run_1/layer_met2.png
Drawn at 3 px/um.
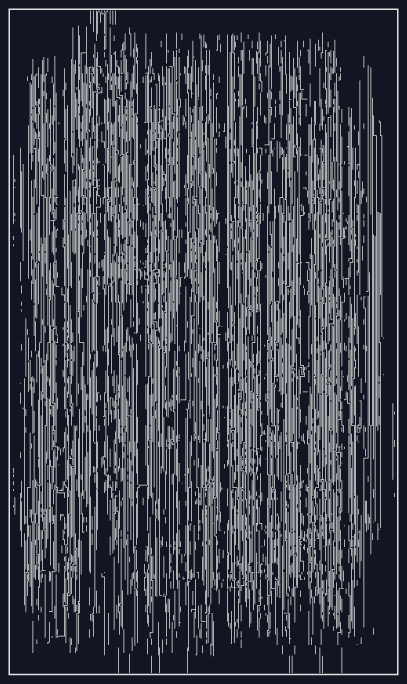
run_1/io_placement.png
Drawn at 3 px/um. Pins as bars across the die edge, other pins in gray.
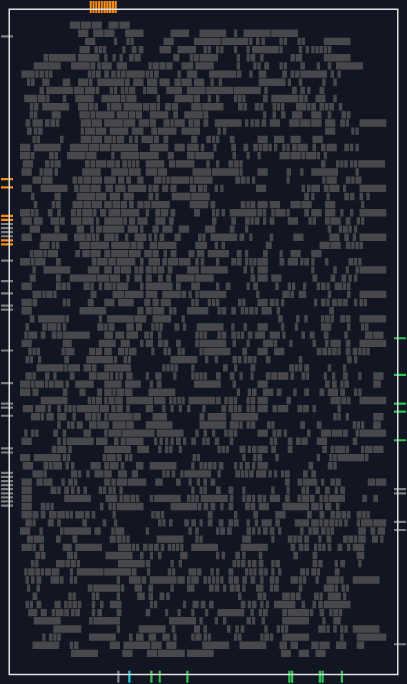
run_1/wires.png
Drawn at 1.5 px/um. Only two layers are drawn.
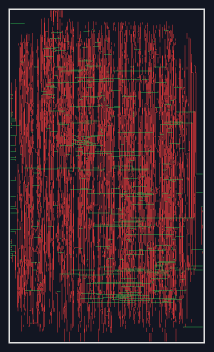
run_1/io_fan.png
Drawn at 1.5 px/um.
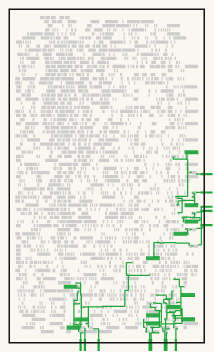
<file path="config.mk">
export PLATFORM = sky130hd
export DESIGN_NAME = lzs_bit_unpacker
export DESIGN_NICKNAME = d
export VERILOG_FILES = /design/src/rtl/lzs_bit_unpacker.sv
export SDC_FILE = /design/constraint.sdc
export NUM_CORES = 1
export LEC_CHECK = 0
export ABC_AREA = 1
export CORE_ASPECT_RATIO = 1.75
export CORE_MARGIN = 3
export CORE_UTILIZATION = 38
export CTS_CLUSTER_DIAMETER = 100
export CTS_CLUSTER_SIZE = 16
export DETAILED_ROUTE_END_ITERATION = 16
export GPL_TIMING_DRIVEN = 0
export PLACE_DENSITY = 0.56
export SYNTH_ARGS = -nofsm -noshare
export SYNTH_HDL_FRONTEND = slang
export SYNTH_SLANG_ARGS = --single-unit
</file>
<file path="constraint.sdc">
create_clock -name clk -period 3.1 [get_ports clk]
set_input_delay 0.465 -clock clk [delete_from_list [all_inputs] [get_ports clk]]
set_output_delay 0.465 -clock clk [all_outputs]
set_load 0.005 [all_outputs]
</file>
<file path="src/rtl/lzs_bit_unpacker.sv">
// LZS bit-stream unpacker: big-endian words in, left-aligned window of the
// oldest unconsumed bits out, variable-width consume per handshake.
module lzs_bit_unpacker #(
   parameter int IN_WORD    = 16,
   parameter int OUT_WIDTH  = 13,
   parameter int BUF_WIDTH  = 64,
   parameter int WIDTH_BITS = 4,
   parameter int LEN_WIDTH  = 20
) (
   input  logic                  clk,
   input  logic                  rst_n,
   input  logic                  start,
   input  logic [LEN_WIDTH-1:0]  src_len,
   input  logic                  word_valid,
   input  logic [IN_WORD-1:0]    word_data,
   output logic                  word_ready,
   output logic                  stream_valid,
   output logic [OUT_WIDTH-1:0]  stream_data,
   input  logic                  stream_ack,
   input  logic [WIDTH_BITS-1:0] stream_width,
   output logic                  stream_empty,
   output logic                  busy
);

   localparam int LW       = $clog2(BUF_WIDTH + 1);
   localparam int CW       = (LW > WIDTH_BITS) ? LW : WIDTH_BITS;
   localparam int IN_BYTES = IN_WORD / 8;

   typedef enum logic [1:0] {
      IDLE = 2'd0,
      RUN  = 2'd1,
      DONE = 2'd2
   } state_t;

   state_t               state, state_n;
   logic [BUF_WIDTH-1:0] bit_buf, bit_buf_n;
   logic [LW-1:0]        left, left_n;
   logic [LEN_WIDTH-1:0] words_rem, words_rem_n;
   logic                 empty_q, empty_n;

   logic                 accept, consume;
   logic [CW-1:0]        width_ext, w, left_ext, left_sh_ext;
   logic [LW-1:0]        left_mid;
   logic [BUF_WIDTH-1:0] buf_mid, word_pos;
   logic [LEN_WIDTH:0]   len_round;
   logic [LEN_WIDTH-1:0] words_load;

   // Outputs decoded from registered state only
   assign busy         = (state == RUN);
   assign word_ready   = busy && (words_rem != '0) && (left <= LW'(BUF_WIDTH - IN_WORD));
   assign stream_valid = busy && ((left >= LW'(OUT_WIDTH)) || ((words_rem == '0) && (left != '0)));
   assign stream_data  = bit_buf[BUF_WIDTH-1 -: OUT_WIDTH];
   assign stream_empty = empty_q;

   // Datapath: clamp the consume width, shift first, then place the new word at the post-shift fill level
   always_comb begin
      accept    = word_valid && word_ready;
      consume   = stream_ack && stream_valid;
      width_ext = CW'(stream_width);
      w         = (width_ext > CW'(OUT_WIDTH)) ? CW'(OUT_WIDTH) : width_ext;
      left_ext  = CW'(left);
      left_sh_ext = (left_ext > w) ? (left_ext - w) : '0;
      buf_mid   = consume ? (bit_buf << w) : bit_buf;
      left_mid  = consume ? LW'(left_sh_ext) : left;
      word_pos  = {word_data, {(BUF_WIDTH-IN_WORD){1'b0}}} >> left_mid;
      len_round = {1'b0, src_len} + (LEN_WIDTH+1)'(IN_BYTES - 1);
      words_load = LEN_WIDTH'(len_round / (LEN_WIDTH+1)'(IN_BYTES));
   end

   // Next-state and register-update decode
   always_comb begin
      state_n     = state;
      bit_buf_n   = bit_buf;
      left_n      = left;
      words_rem_n = words_rem;
      empty_n     = empty_q;
      case (state)
         IDLE, DONE: begin
            if (start) begin
               bit_buf_n   = '0;
               left_n      = '0;
               words_rem_n = words_load;
               if (src_len == '0) begin
                  state_n = DONE;
                  empty_n = 1'b1;
               end else begin
                  state_n = RUN;
                  empty_n = 1'b0;
               end
            end
         end
         RUN: begin
            if ((words_rem == '0) && (left == '0)) begin
               state_n = DONE;
               empty_n = 1'b1;
            end else begin
               bit_buf_n = buf_mid;
               left_n    = left_mid;
               if (accept) begin
                  bit_buf_n   = buf_mid | word_pos;
                  left_n      = left_mid + LW'(IN_WORD);
                  words_rem_n = words_rem - 1'b1;
               end
            end
         end
         default: state_n = IDLE;
      endcase
   end

   // State registers with asynchronous active-low reset
   always_ff @(posedge clk or negedge rst_n) begin
      if (!rst_n) begin
         state     <= IDLE;
         bit_buf   <= '0;
         left      <= '0;
         words_rem <= '0;
         empty_q   <= 1'b0;
      end else begin
         state     <= state_n;
         bit_buf   <= bit_buf_n;
         left      <= left_n;
         words_rem <= words_rem_n;
         empty_q   <= empty_n;
      end
   end

endmodule
</file>
==> results.txt, run 1 <==
impl run done, here's what came out: Top delay family on crit path simple AND/OR/NAND/NOR gates, Comb group 12.8 mW, Tapcell Cnt 320, Final min period 3.04 ns, EDFF count, synth 0, Simple Share, Synth 0.390, Layout fillers 2703, Critical Path End Type flip-flop, Combinational Area 8040 um^2, XOR/XNOR Fraction of Synth Area 0.0165, Least-Margin Pin Slew 0.937 ns, LEAKAGE 5.98 nW, ao+oa area frac 0.175, Logic family by area simple AND/OR/NAND/NOR gates, stages on the worst setup path 20, Latency at later pin 0.40 ns, via count 12300, Post-DP HPWL 40100 um, CORE AREA 26000 um^2, Layout Skew 0.0146 ns, Yosys Chip Area 10100 um^2, grt ovf 0, Synth Register Bits 94, drt initial violations 859, Post-Syn Area 10100 um^2, synth unique cells 50, clk root buf clkbuf_16, max_slew headroom 0.376, FMAX 0.329 GHz, total CTS buffers 9, Design Area, Final 13300 um^2, Met3 Wirelength 2140 um, tool warnings 28, largest net degree at the start of global routing 66, reg2reg setup slack 0.09 ns, Adder Area Share 0.0119, NetSw 9.65 mW, WP data required 3.44 ns, max-capacitance violation count 0, Hold Path Class input pin to async pin, number of non-clock inverters 109, Top Layer Used met4, post-route ant nets 0, total global-route track usage 0.349, routability cong. 1.04, ratio of cells with drive above 1 in the final layout 0.198, Setup TNS Final 0 ns, met3 usage 0.0481, chip area 28500 um^2, area delta synth->final 32.3%, die x size 129 um, Max clock buf depth 2, Worst path slowest cell ha_1, GRT met2 Usage 0.627, Port Buf Inserts 60, sequential standard cell area 2350 um^2, status finished, final reports clean, clk sinks 94, ratio of final minimum period to clock period 0.980, vias in the first global route 12400, Routed wire per std cell 23.8 um, Post-DP Area 11100 um^2, internal power 6.88 mW, Pwr per Cell Area 1240 nW/um^2, ClkCell Share 0.0238, CP max FO 10, initial antenna violation count 1, Comb/total area 0.604, critical path launch point type input pin, Repair and plain buffers 219, # rows 78, Post-synth seq share 0.234, Sw Share 0.584, flop count 94, clk pwr 1.28 mW, die y size 221 um, Hold Fails Final Rpt 0, final setup violation count 0, first-pass GRT wire length 73600 um, clk slew on worst S/H paths 0.08 ns, met1 Use GR 0.326, Met1 Routed Length 16200 um, gr busiest metal met2, setup bufs post-CTS 21, Comb pwr share 0.777, ys cells 1689, Top FF cell, synth dfrtp_1, routed wl met2 26200 um, Via density 5.78, sequential share of power 0.145, multi-input gates 1372
Notes on layer_met2.png above:
share of all routed wire: 52%
main direction: vertical

Notes on io_placement.png above:
[cyan] `start` | pins: 1 | direction: input | edge: south
[orange] `word_data` | pins: 16 | direction: input | edge: 10 north, 6 west
[green] `stream_data` | pins: 13 | direction: output | edge: 8 south, 5 east

Notes on wires.png above:
[green] metal 3 | wire length: 2140 um
[red] metal 2 | wire length: 26.2 mm

Notes on io_fan.png above:
[green] `stream_data` | bits: 13 | direction: output | edge: 8 south, 5 east | end cells: 13 | buffers: 26 | wire: 726 um

[run 1: cells in the mapped netlist, types with 3 or more instances]
library cell,count,area [um^2]
a21oi_1,44,220
a22oi_1,5,37.5
a31oi_1,5,31.3
buf_1,9,33.8
buf_2,19,95.1
buf_4,22,165
buf_6,5,56.3
clkbuf_1,61,229
dfrtp_1,94,2350
ha_1,8,100
inv_1,94,353
inv_2,10,37.5
mux2i_1,75,751
nand2_1,636,2390
nand2_2,6,37.5
nand3_1,195,976
nand4_1,12,75.1
nor2_1,63,236
nor2_2,6,37.5
nor3_1,10,50.1
nor4_1,5,31.3
o211ai_1,8,60.1
o21ai_0,199,996
o21ai_1,31,155
o21ai_2,4,35.0
o22ai_1,14,87.6
o31ai_1,3,22.5
xnor2_1,4,35.0
xor2_1,15,131
[run 1: stage by stage]
stage / hold slack, ns / utilization / power, mW / setup slack (ns) / std cells
floorplan: 0.169 / - / 8.42 / 0.00145 / 1689
global placement: 0.483 / 0.427 / 11.7 / -2.47 / 2069
global route: 0.0957 / 0.513 / 17.6 / -0.0495 / 2130
CTS: 0.0786 / 0.472 / 14.3 / -0.00587 / 2110
finish: 0.0679 / 0.513 / 16.5 / 0.0607 / 2130
detailed placement: 0.484 / 0.428 / 11.8 / -1.98 / 2071
[run 1: worst max-delay path by stage]
stage                         start            to  slack (ns)
floorplan           stream_width[2]   bit_buf[48]       0.001
global placement              rst_n  words_rem[0]       -2.47
detailed placement  stream_width[3]    bit_buf[5]       -1.98
CTS                    words_rem[0]   bit_buf[57]      -0.006
global route        stream_width[2]   bit_buf[57]       -0.05
finish              stream_width[2]   bit_buf[57]        0.06
[run 1: registers in the layout, indices dropped and copies added, names as in the netlist]
register,cells
bit_buf,64
words_rem,20
left,7
state,2
stream_empty,1
run_1/placement.png
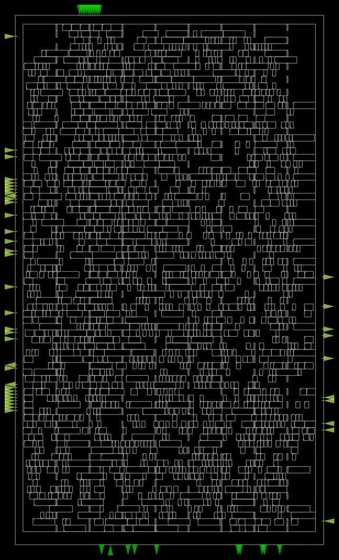

## Run 2: what changed since run 1
--- a/config.mk
+++ b/config.mk
@@ -6,6 +6,7 @@
 export NUM_CORES = 1
 export LEC_CHECK = 0
 export ABC_AREA = 1
+export CAP_MARGIN = 30
 export CORE_ASPECT_RATIO = 1.75
 export CORE_MARGIN = 3
 export CORE_UTILIZATION = 38
@@ -14,6 +15,7 @@
 export DETAILED_ROUTE_END_ITERATION = 16
 export GPL_TIMING_DRIVEN = 0
 export PLACE_DENSITY = 0.56
+export SLEW_MARGIN = 5
 export SYNTH_ARGS = -nofsm -noshare
 export SYNTH_HDL_FRONTEND = slang
 export SYNTH_SLANG_ARGS = --single-unit
run_2/placement.png
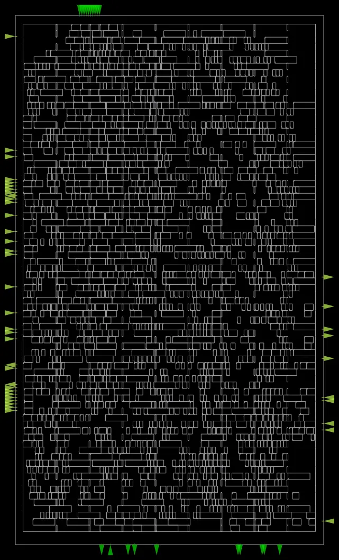
Tapcell Cnt: 320
CORE AREA: 26000 um^2
Final Non-Filler Cells: 2131
# rows: 78

==> run 2 against run 1 <==
Against the previous run: clock power hardly changed; die size stayed put; wire length rose by 1.7%; clock skew grew 0.0023 ns; combinational power rose by 9%; sequential power barely moved; global-route usage increased by 0.27 points; first-iteration DRC count is 4.7% lower; clock-buffer cell count unchanged; sequential cell count unchanged; largest power group unchanged.
==> results.txt, run 2 <==
impl run done, here's what came out: Comb pwr share 0.791 (+0.014), register with the most flip-flops bit_buf, Setup crit start stream_width[3], Clk pwr share 0.073, die x size 129 um (unchanged), die y size 221 um (unchanged), Sw Share 0.583 (-0.00139), tool warnings 30 (+7.1%), Post-DP HPWL 40200 um (+0.29%), Routed wire per std cell 24.2 um (+1.7%), Synth Register Bits 94 (unchanged), post-route ant nets 0 (unchanged), RR Startpoint words_rem[0], Layout fillers 2627 (-2.8%), status finished, final reports clean, clk sinks 94 (unchanged), biggest area cells nand2_1 (24%), dfrtp_1 (23%), o21ai_0 (9.9%), nand3_1 (9.7%), mux2i_1 (7.5%), total CTS buffers 9 (unchanged), Regs by FF count bit_buf: 64 flops, words_rem: 20 flops, left: 7 flops, critical path launch point type input pin, Synth Net Count 1743, Syn Area/Cell 5.96 um^2, post-synth top area cell nand2_1, most frequent cells in the layout nand2_1 (552), o21ai_0 (195), dfrtp_1 (94), inv_1 (90), mux2i_1 (75), cell count after synthesis 1689, Comb group 13.9 mW (+9%), top-count cell post-synth nand2_1, Async S/R FF share, synth 1.00, # diodes 0, final setup violation count 0 (unchanged), Net count, final 1860, initial antenna violation count 0 (-1), Init Core Util 0.388, worst vdd ir 0.000578 V, Residual DRC 0, internal power 7.34 mW (+6.7%), largest net degree at the start of global routing 38 (-42%), clk root buf clkbuf_16, Via density 5.84 (+0.94%), critical path's largest stage delay 0.41 ns, Design Area, Final 13700 um^2 (+3.2%), Port Buf Inserts 60 (unchanged), routability cong. 1.04 (unchanged), sequential share of power 0.136 (-0.009), clk slew on worst S/H paths 0.08 ns (about the same), chip area 28500 um^2 (unchanged), Max clock buf depth 2 (unchanged), CP cell instances clkdlybuf4s15_2 > nand3_2 > nand2_2 > buf_6 > buf_12 > ha_4 > nand2_1 > or3_4 > nand2_4 > nor2_4 > o21ai_4 > buf_12 > buf_12 > nand3_4 > nand3_2 > nand3_2 > nand2_4 > nand2_4 > nand3_4 > nand2_2 > nand2_1 > nand2_1, Fin Hold WS 0.506 ns (+0.438 ns), vias in the first global route 12600 (+1.8%), WP data required 3.38 ns (-0.06 ns), Pwr per Cell Area 1280 nW/um^2 (+3.1%), Hold Path Class flip-flop to flip-flop, Worst path slowest cell or3_4, Latency at later pin 0.39 ns (about the same), worst endpoint data arrival time 3.35 ns, Worst Setup Path Type input pin to flip-flop, first-pass detailed-route iteration total 6, Top delay family on crit path simple AND/OR/NAND/NOR gates, ys cells 1689 (unchanged), most used logic cell in the final layout nand2_1, Least-Margin Pin Slew 0.903 ns (-0.0336 ns), Ports 62, EDFF count, synth 0 (unchanged), DP Worst Slack -1.98 ns (-0.00315 ns), ratio of cells with drive above 1 in the final layout 0.219 (+0.0209), sequential power 2.39 mW, first-pass GRT wire length 74500 um (+1.2%), Routed WL 51600 um, Yosys warning count 0, CP max FO 5 (-5), NetSw 10.2 mW (+6.1%), Area leader share 0.237 (unchanged), top cells by count nand2_1 (636), o21ai_0 (199), nand3_1 (195), dfrtp_1 (94), inv_1 (94), Final min period 3.08 ns (+0.0367 ns), HP Start bit_buf[6], Layout Skew 0.0168 ns (+0.00227 ns), ratio of final minimum period to clock period 0.992 (+0.0118), Top FF cell, synth dfrtp_1, Setup TNS Final 0 ns (unchanged), via count 12400 (+0.98%), Yosys Chip Area 10100 um^2 (unchanged), area delta synth->final 36.5%, Post-synth seq share 0.234 (unchanged), FMAX 0.325 GHz (-1.2%), Critical Path End Type flip-flop, CTS tree built, clk pwr 1.29 mW (about the same), max reg flops 64 (unchanged), Overall Power 17.6 mW (+6.3%), Final WS setup 0.0240 ns (-0.0367 ns), max_slew headroom 0.398 (+0.0224), drt initial violations 819 (-4.7%), LEAKAGE 6.09 nW (+1.7%), Hold Fails Final Rpt 0 (unchanged), max-capacitance violation count 0 (unchanged), grt ovf 0 (unchanged), total global-route track usage 0.352 (+0.00269), fin. max-slew vios 0, Post-DP Area 11100 um^2 (unchanged), synth unique cells 50 (unchanged), H-tree depth 3, Post-Syn Area 10100 um^2 (unchanged), Critical path buffers and inverters 5, Top pwr grp combinational logic
==> run 2: cell type report <==
type | instances | area [um^2] | share of cell area
Buffer | 114 | 758 | 0.0552
Clock buffer | 9 | 225 | 0.0164
Clock inverter | 7 | 86.3 | 0.00629
Inverter | 108 | 428 | 0.0312
Multi-Input combinational cell | 1371 | 8370 | 0.609
Sequential cell | 94 | 2350 | 0.171
Tap cell | 320 | 400 | 0.0292
Timing Repair Buffer | 108 | 1110 | 0.0811
==> run 2: cell families after synthesis <==
logic type	Yosys count	synth area share
AND-OR/OR-AND	326	0.175
AND/OR/NAND/NOR	942	0.390
XOR/XNOR	19	0.0165
adder cells (fa/ha/maj)	9	0.0119
multiplexers	75	0.0746
buffers and inverters	224	0.0983
flip-flops	94	0.234
==> run 2: path summary, 6_finish.rpt <==
kind,end,slack (ns),cells after the start
max,bit_buf[5],0.02,22
max in group asynchronous,words_rem[5],1.73,4
max reg2reg,bit_buf[40],0.13,22
min reg2reg,bit_buf[6],0.51,2
min in group asynchronous,bit_buf[58],0.54,2
min,bit_buf[6],0.51,2
==> run 2: per-stage QoR <==
stage,util,std cells
floorplan,-,1689
global placement,0.427,2069
detailed placement,0.428,2072
CTS,0.480,2118
global route,0.529,2131
finish,0.529,2131
==> run 2: timing repair <==
item	CTS	global route
buffers inserted	26	13
cloned	4	1
resized	179	258
hold endpoints to repair	2	0
pin swaps	23	60
setup endpoints to repair	91	90
hold buffers	1	0
==> run 2: metal layers <==
| metal | part of all wire | vias up | GRT usage |
|---|---|---|---|
| li1 | - | 5861 | - |
| met1 | 0.32 | 5833 | 0.324 |
| met2 | 0.51 | 492 | 0.618 |
| met3 | 0.048 | 249 | 0.0621 |
| met4 | 0.12 | 0 | 0.348 |
| met5 | 0 | - | 0 |
Power is estimated from default activity; no workload was simulated.
